==> config.mk <==
export PLATFORM = sky130hd
export DESIGN_NAME = mcm_tap_sequencer
export DESIGN_NICKNAME = d
export VERILOG_FILES = /design/src/rtl/mcm_tap_sequencer.sv
export SDC_FILE = /design/constraint.sdc
export NUM_CORES = 1
export LEC_CHECK = 0
export CAP_MARGIN = 20
export CORE_MARGIN = 2
export CORE_UTILIZATION = 49
export CTS_CLUSTER_SIZE = 14
export DETAILED_ROUTE_END_ITERATION = 8
export PLACE_DENSITY = 0.81
export SLEW_MARGIN = 5
export SYNTH_ARGS = -nofsm -noshare
export SYNTH_HDL_FRONTEND = slang
export SYNTH_SLANG_ARGS = --single-unit
export TNS_END_PERCENT = 30
==> constraint.sdc <==
create_clock -name clk -period 8 [get_ports clk]
set_clock_uncertainty 0.1 [all_clocks]
set_input_delay 1.2 -clock clk [delete_from_list [all_inputs] [get_ports clk]]
set_output_delay 1.2 -clock clk [all_outputs]
set_load 0.02 [all_outputs]
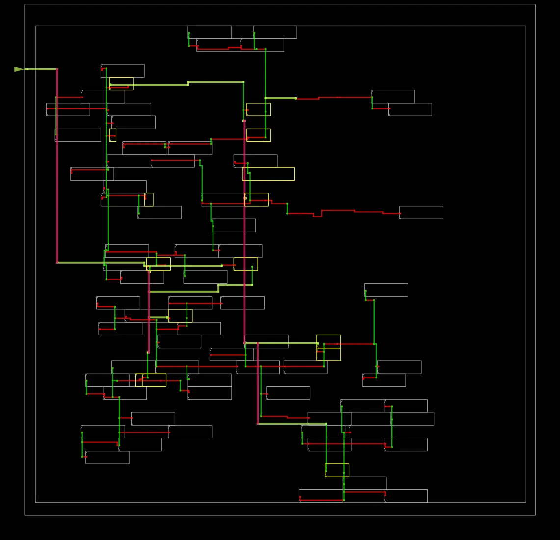
(clock routing)
sequential cell count: 67
Clock buffer cells: 13
CTS Buf Count: 9

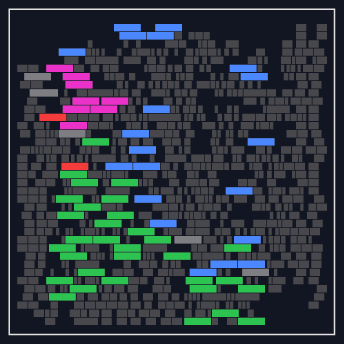
(register map, names as in the netlist)
Scale: 3 px per um. Other sequential cells in the stronger gray, the rest of the logic in the fainter gray.
legend:
  `buf_q`:
    color: green
    flops: 32
  `state_q`:
    color: red
    flops: 2
  `acc_q`:
    color: blue
    flops: 20
  `out_data`:
    color: magenta
    flops: 8
    where: upper left
fin util: 0.676

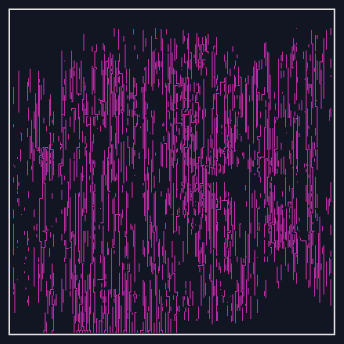
(signal wires on met2)
Scale: 3 px per um.
main direction: vertical
longest straight run: 39.4 um
via count of the routed design: 5235
Detailed Route WL: 15400 um
met2 GRT Util: 0.438

==> results.json <==
{
  "gr-total-overflow": 0,
  "die_h_um": 108,
  "placed_area_um2": 6840,
  "clkTransAtPathRegs_ns": 0.07,
  "comb_cells": 495,
  "buffer_area_frac": 0.221,
  "chipArea_um2": 11600,
  "xor_area_frac": 0.0606,
  "ios": 153,
  "cp_max_fo": 16,
  "grt_max_degree": 68,
  "synthTopCellsByArea": "dfrtp_1 31%, nand2_1 7.8%, ha_1 5.9%",
  "min_path_cells": 2,
  "lay_top_cells": "151 x clkdlybuf4s50_1, 110 x nand2_1, 66 x dfrtp_1",
  "remaining_drc_errors": 0,
  "async_flop_share": 1.00,
  "buffers": 157,
  "relSlewSlack": 0.369,
  "wl_met3_um": 1400,
  "place_ws_ns": 1.45,
  "crit_cells": 17,
  "synthFlopType": "dfrtp_1",
  "cts_setup_buffers": 0,
  "ys_seq_frac": 0.317,
  "synthesis.nets": 778,
  "status": "complete, no violations",
  "antenna_cells": 0,
  "coreArea_um2": 10400
}
